--- src/rtl/i2c_target_regs.sv ---
// I2C/SMBus target with four control bytes and four status bytes, oversampled on sysclk.
// Standard mode only; SCL is never driven and SDA is only ever pulled low through sda_oe.
module i2c_target_regs #(
  parameter logic [6:0]  DEV_ADDR   = 7'h2A,
  parameter int unsigned FILT_LEN   = 3,
  parameter logic [31:0] CTRL_RESET = 32'h0000_0000
) (
  input  logic        sysclk,
  input  logic        reset_INV,
  input  logic        scl_in,
  input  logic        sda_in,
  output logic        sda_oe,
  output logic [31:0] ctrl_out,
  input  logic [31:0] status_in,
  output logic        wr_strobe,
  output logic [1:0]  wr_index,
  output logic        busy
);

  localparam int unsigned CW = $clog2(FILT_LEN + 1);

  typedef enum logic [2:0] {
    ST_IDLE  = 3'd0,
    ST_ADDR  = 3'd1,
    ST_PTR   = 3'd2,
    ST_WDATA = 3'd3,
    ST_RDATA = 3'd4,
    ST_WAIT  = 3'd5
  } state_t;

  // Line index 0 is SCL, 1 is SDA.
  logic [1:0]    sync1, sync2, filt;
  logic [CW-1:0] fcnt [2];
  logic [1:0]    accept;

  always_comb begin
    accept = '0;
    for (int unsigned i = 0; i < 2; i++) begin
      accept[i] = (sync2[i] != filt[i]) && (fcnt[i] == CW'(FILT_LEN - 1));
    end
  end

  // A new level is taken on the FILT_LEN-th consecutive differing sample.
  always_ff @(posedge sysclk or negedge reset_INV) begin
    if (!reset_INV) begin
      sync1 <= '1;
      sync2 <= '1;
      filt  <= '1;
      for (int unsigned i = 0; i < 2; i++) fcnt[i] <= '0;
    end else begin
      sync1 <= {sda_in, scl_in};
      sync2 <= sync1;
      for (int unsigned i = 0; i < 2; i++) begin
        if (sync2[i] != filt[i]) begin
          if (accept[i]) begin
            filt[i] <= sync2[i];
            fcnt[i] <= '0;
          end else begin
            fcnt[i] <= fcnt[i] + CW'(1);
          end
        end else begin
          fcnt[i] <= '0;
        end
      end
    end
  end

  logic scl_rise, scl_fall, scl_edge, sda_level, start_c, stop_c;

  // An SCL edge in the same cycle as an SDA change masks the SDA change as a condition.
  always_comb begin
    scl_edge  = accept[0];
    scl_rise  = accept[0] & sync2[0];
    scl_fall  = accept[0] & ~sync2[0];
    sda_level = accept[1] ? sync2[1] : filt[1];
    start_c   = accept[1] & ~sync2[1] & ~scl_edge & filt[0];
    stop_c    = accept[1] &  sync2[1] & ~scl_edge & filt[0];
  end

  state_t      state, ack_next;
  logic [3:0]  bit_cnt;
  logic [6:0]  shreg;
  logic [6:0]  tx;
  logic [2:0]  pointer;
  logic        ack_en;
  logic        rw;
  logic [7:0]  rx_byte;
  logic [31:0] rd_sel;
  logic [7:0]  rd_byte;

  always_comb begin
    rx_byte = {shreg, sda_level};
    rd_sel  = pointer[2] ? status_in : ctrl_out;
    rd_byte = rd_sel[{pointer[1:0], 3'b000} +: 8];
    case (state)
      ST_ADDR: ack_next = rw ? ST_RDATA : ST_PTR;
      ST_PTR:  ack_next = ST_WDATA;
      default: ack_next = state;
    endcase
  end

  // bit_cnt counts SCL rises within a 9-clock frame; the fall after rise 8 opens the
  // ACK slot and the fall after rise 9 closes it.
  always_ff @(posedge sysclk or negedge reset_INV) begin
    if (!reset_INV) begin
      state     <= ST_IDLE;
      bit_cnt   <= '0;
      shreg     <= '0;
      tx        <= '0;
      pointer   <= '0;
      ack_en    <= 1'b0;
      rw        <= 1'b0;
      sda_oe    <= 1'b0;
      busy      <= 1'b0;
      ctrl_out  <= CTRL_RESET;
      wr_strobe <= 1'b0;
      wr_index  <= '0;
    end else begin
      wr_strobe <= 1'b0;
      if (start_c) begin
        state   <= ST_ADDR;
        bit_cnt <= '0;
        sda_oe  <= 1'b0;
        ack_en  <= 1'b0;
        busy    <= 1'b1;
      end else if (stop_c) begin
        state  <= ST_IDLE;
        sda_oe <= 1'b0;
        busy   <= 1'b0;
      end else if (state != ST_IDLE && state != ST_WAIT) begin
        if (scl_rise) begin
          if (bit_cnt < 4'd8) begin
            shreg   <= rx_byte[6:0];
            bit_cnt <= bit_cnt + 4'd1;
          end else begin
            bit_cnt <= 4'd9;
          end
          if (bit_cnt == 4'd7) begin
            case (state)
              ST_ADDR: begin
                if (rx_byte[7:1] == DEV_ADDR) begin
                  ack_en <= 1'b1;
                  rw     <= rx_byte[0];
                end else begin
                  state <= ST_IDLE;
                end
              end
              ST_PTR: begin
                pointer <= rx_byte[2:0];
                ack_en  <= 1'b1;
              end
              ST_WDATA: begin
                ack_en <= 1'b1;
                if (!pointer[2]) begin
                  ctrl_out[{pointer[1:0], 3'b000} +: 8] <= rx_byte;
                  wr_strobe <= 1'b1;
                  wr_index  <= pointer[1:0];
                end
                pointer <= pointer + 3'd1;
              end
              default: ;
            endcase
          end
          if (bit_cnt == 4'd8 && state == ST_RDATA) begin
            pointer <= pointer + 3'd1;
            if (sda_level) state <= ST_WAIT;
          end
        end else if (scl_fall) begin
          if (bit_cnt == 4'd8) begin
            sda_oe <= ack_en;
          end else if (bit_cnt == 4'd9) begin
            bit_cnt <= '0;
            ack_en  <= 1'b0;
            state   <= ack_next;
            if (ack_next == ST_RDATA) begin
              tx     <= rd_byte[6:0];
              sda_oe <= ~rd_byte[7];
            end else begin
              sda_oe <= 1'b0;
            end
          end else if (state == ST_RDATA && bit_cnt != 4'd0) begin
            sda_oe <= ~tx[6];
            tx     <= {tx[5:0], 1'b0};
          end
        end
      end
    end
  end

endmodule

--- config.mk ---
export PLATFORM = sky130hd
export DESIGN_NAME = i2c_target_regs
export DESIGN_NICKNAME = d
export VERILOG_FILES = /design/src/rtl/i2c_target_regs.sv
export SDC_FILE = /design/constraint.sdc
export NUM_CORES = 1
export LEC_CHECK = 0
export CAP_MARGIN = 25
export CORE_MARGIN = 2
export CORE_UTILIZATION = 30
export CTS_CLUSTER_SIZE = 30
export DETAILED_ROUTE_END_ITERATION = 16
export DONT_BUFFER_PORTS = 1
export HOLD_SLACK_MARGIN = 0.15
export SETUP_SLACK_MARGIN = 0.2
export SYNTH_ARGS = -nofsm -noshare
export SYNTH_HDL_FRONTEND = slang
export SYNTH_SLANG_ARGS = --single-unit
export TNS_END_PERCENT = 100
--- constraint.sdc ---
create_clock -name sysclk -period 4.65 [get_ports sysclk]
set_clock_uncertainty 0.15 [all_clocks]
set_input_delay 0.93 -clock sysclk [delete_from_list [all_inputs] [get_ports sysclk]]
set_output_delay 0.93 -clock sysclk [all_outputs]
set_load 0.1 [all_outputs]
==> results_tabular.tex <==
% Implementation results table
\begin{tabular}{lr}
\hline
Metric & Value \\
\hline
\multicolumn{2}{l}{\textbf{Layout}} \\
\quad Final cell count without fillers & around 550 \\
\quad Reg area & around 1800 um2 \\
\quad Number of ordinary inverters in the final layout & 19 \\
\quad Count of nets after finishing & around 410 \\
\quad Number of flip-flops and latches & approximately 73 \\
\quad Share of layout cells above drive strength 1 & 0.185 \\
\quad Final core utilization & 0.344 \\
\quad Fraction of area in registers & 0.419 \\
\quad Count of inserted antenna diode cells & 1 \\
\quad Clock Buffer Count & 10 \\
\quad Combinational gate count & roughly 260 \\
\quad Combinational fraction of the cell area & 0.436 \\
\quad Number of buffers other than clock buffers in the final layout & 2 \\
\quad Final non-filler cell area & approximately 4400 um2 \\
\quad Logic area & between 1500 and 2000 um2 \\
\multicolumn{2}{l}{\textbf{Logic synthesis}} \\
\quad Share of synthesized registers carrying an async set or reset & 1.00 \\
\quad Post-synthesis xor/xnor area fraction & 0.00637 \\
\quad Most frequent cell after synthesis & dfrtp\_1 \\
\quad Post-Syn Area & between 3000 and 4000 um2 \\
\quad Number of nets at floorplan & $\sim$420 \\
\quad Average instance area after synthesis & 10.6 um2 \\
\quad Combinational family with the most area after synthesis & simple AND/OR/NAND/NOR gates \\
\quad Biggest area consumer among synthesized cells & dfrtp\_1 \\
\quad Count of cell types in the netlist & $\sim$60 \\
\quad Post-synth top flop & dfrtp\_1 \\
\quad Synthesized instance count & around 370 \\
\quad Chip area line of the yosys report & about 3900 um2 \\
\quad Portion of netlist area occupied by mux cells & 0.129 \\
\quad Number of cell instances after yosys synthesis & roughly 370 \\
\multicolumn{2}{l}{\textbf{Placed design}} \\
\quad Setup WS pre-CTS & $\sim$1.6 ns \\
\quad Post-detailed-placement half-perimeter wirelength & between 7 and 8 mm \\
\quad Number of placed instances, taps included & between 500 and 600 \\
\quad Placed instance area & 4040 um2 \\
\quad Routability congestion estimate & between 0.8 and 0.9 \\
\multicolumn{2}{l}{\textbf{Job}} \\
\quad Number of max-cap violations & 0 \\
\multicolumn{2}{l}{\textbf{Worst setup path}} \\
\quad Required time of the worst setup path & 4.76 ns \\
\quad Critical Path End Type & flop \\
\quad CP top delay family & flip-flops \\
\quad Worst-path fanout max & 25 \\
\quad Register-to-Register Path Depth & 5 \\
\quad R2R Path Start & pointer[0]\$\_DFFE\_PN0P\_ \\
\quad Cell depth of the worst setup path & 5 \\
\quad Worst r2r dst & ctrl\_out[23]\$\_DFFE\_PN0P\_ \\
\quad Buf/Inv on CP & 1 \\
\quad Critical path capture point & ctrl\_out[23]\$\_DFFE\_PN0P\_ \\
\quad Crit path max-delay cell type & dfrtp\_1 \\
\quad Largest incremental delay on the critical path & slightly above 1 ns \\
\quad Arrival time worst endpoint & 3.22 ns \\
\quad Crit path launch type & flop \\
\quad Type of the worst setup path & reg2reg \\
\multicolumn{2}{l}{\textbf{Global routing}} \\
\quad First-pass GRT wire length & $\sim$16 mm \\
\quad Maximum number of pins on one net before global-route repair & just under 70 \\
\quad Global-route congestion overflow total & 0 \\
\quad Number of global-route vias before repair & 2744 \\
\quad Gr usage total & 0.147 \\
\multicolumn{2}{l}{\textbf{STA}} \\
\quad Share of the clock period used by the worst path after layout & 0.669 \\
\quad Slew HR & 0.325 \\
\quad Final setup violation count & 0 \\
\quad Final slew viol count & 0 \\
\quad Actual transition at the worst max-transition pin & a little over 1 ns \\
\quad Hold Vio Cnt, Final & 0 \\
\quad Time the worst path needs with I/O delays and setup & between 3 and 4 ns \\
\quad Setup ws final & $\sim$1.5 ns \\
\multicolumn{2}{l}{\textbf{Power and ir drop}} \\
\quad Max VDD drop & 0.208 mV \\
\quad Reported leakage power & around 1.8 nW \\
\quad PD cells & 411 nW/um2 \\
\multicolumn{2}{l}{\textbf{Die}} \\
\quad \# Taps & 172 \\
\quad Number of I/O pins & roughly 73 \\
\quad Core box area & 12700 um2 \\
\quad Floorplan die area & roughly 14000 um2 \\
\quad Horizontal die dimension & about 120 um \\
\quad Die Height & between 100 and 150 um \\
\quad Standard-cell row count & 41 \\
\multicolumn{2}{l}{\textbf{Clocking}} \\
\quad Clock transition time at the flip-flop clock pins of the worst setup and hold paths & $\sim$0.06 ns \\
\quad Post-CTS sizing & 0 \\
\quad Num CTS Buffers & 9 \\
\quad Max clock buf depth & 2 \\
\quad \# H-tree levels & 3 \\
\quad Insertion delay of the later-clocked pin in the worst-skew pair & 0.34 ns \\
\quad Buffers inserted by post-CTS timing repair & 0 \\
\quad CTS tree & yes \\
\multicolumn{2}{l}{\textbf{Outcome}} \\
\quad Outcome & complete, no violations \\
\multicolumn{2}{l}{\textbf{Route}} \\
\quad Drc violations & 0 \\
\quad Vias/cell & roughly 5.2 \\
\quad First DRT Iteration DRCs & $\sim$230 \\
\quad Count of antenna-violating nets left after detailed routing & 0 \\
\quad Average wire per standard cell & roughly 18 um \\
\multicolumn{2}{l}{\textbf{Worst hold path}} \\
\quad Worst hold path depth & 0 \\
\quad Worst hold endpoint & sync2[0]\$\_DFF\_PN1\_ \\
\quad Worst min path class & reg2reg \\
\hline
\end{tabular}
-- power by group --
part | total (mW) | internal, mW | leakage [nW] | switching [mW]
combinational | 0.252 | 0.110 | 0.673 | 0.143
clock | 0.730 | 0.466 | 0.149 | 0.264
sequential | 0.816 | 0.691 | 0.950 | 0.125
total | 1.80 | 1.27 | 1.77 | 0.532
-- per-layer routing --
metal,track usage,vias to the layer above,share of wire
met3,0.0338,21,0.051
met5,0,-,0
li1,-,1333,-
met4,0.0685,0,0.026
met2,0.218,80,0.46
met1,0.204,1420,0.46
-- cells in the final DEF (no fill, tap or decap), drive strengths merged, types with 4 or more instances in the layout --
cell type / n
nor2: 17
nand3: 11
nand2: 69
clkbuf: 10
mux4: 16
o31ai: 8
ha: 9
and2b: 4
nor3b: 6
dfstp: 6
a21oi: 8
o21ai: 44
mux2: 11
inv: 19
o22ai: 6
nor2b: 5
dfrtp: 67
nand2b: 4
-- metrics by stage --
step / total power [mW] / hold slack (ns)
CTS: 1.81 / 0.206
global placement: 1.06 / 0.198
finish: 1.80 / 0.205
detailed placement: 1.06 / 0.199
floorplan: 1.01 / 0.195
global route: 1.87 / 0.210
-- state kept, by name, indices dropped and copies added (netlist names) --
register   cells
state          3
wr_strobe      1
filt           2
tx             7
bit_cnt        4
ack_en         1
shreg          7
sync1          2
sda_oe         1
fcnt           4
ctrl_out      32
rw             1
busy           1
sync2          2
pointer        3
wr_index       2
-- kinds of logic after synthesis --
group / count (synthesis)
and+or+nand+nor: 136
AOI/OAI and AO/OA: 87
DFF: 73
buffers and inverters: 36
muxes: 29
adders and majority gates: 9
xor gates and xnor gates: 2
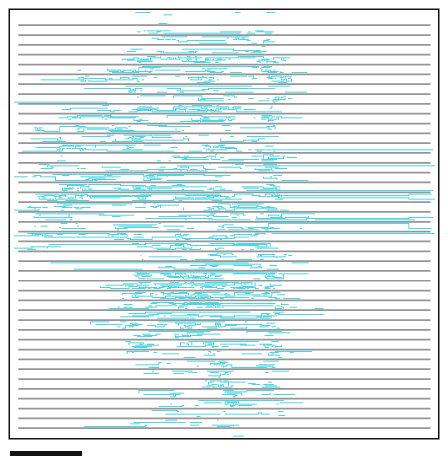
Figure 1: M1 wires.
The bar under the picture is 20 um long. Supply wires on this layer in gray.
longest straight run: 54.7 um
nets with wire on the layer: 386
share of all routed wire: 46%
wire length on this layer: 4630 um
main direction: horizontal
total number of vias: 2854
final routed wirelength across all metal layers: 10.0 mm
met1 usage: 0.204

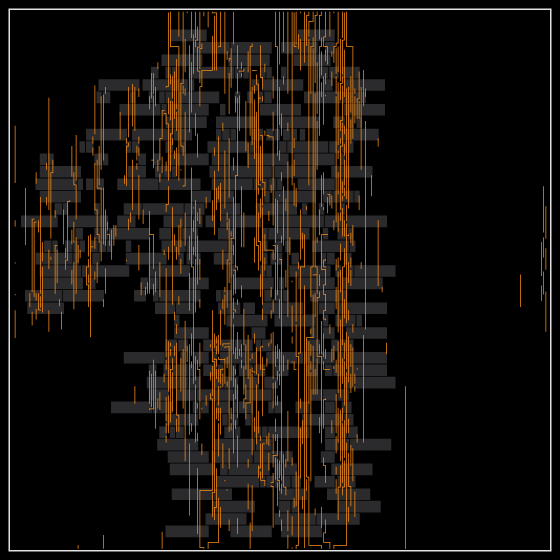
Figure 2: the metal 2 layer.
wire length on this layer: 4620 um
longest straight run: 57.5 um
main direction: vertical
nets with wire on the layer: 340

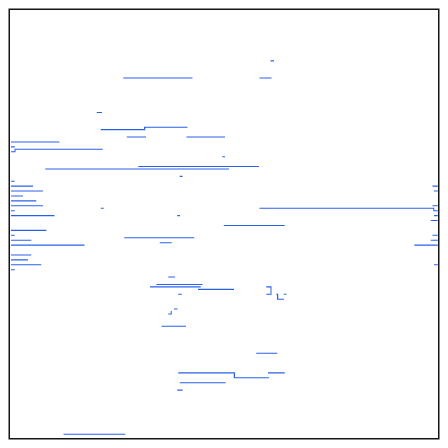
Figure 3: metal 3.
share of all routed wire: 5.1%
wire length on this layer: 511 um
main direction: horizontal

Power and IR drop assume default switching activity.
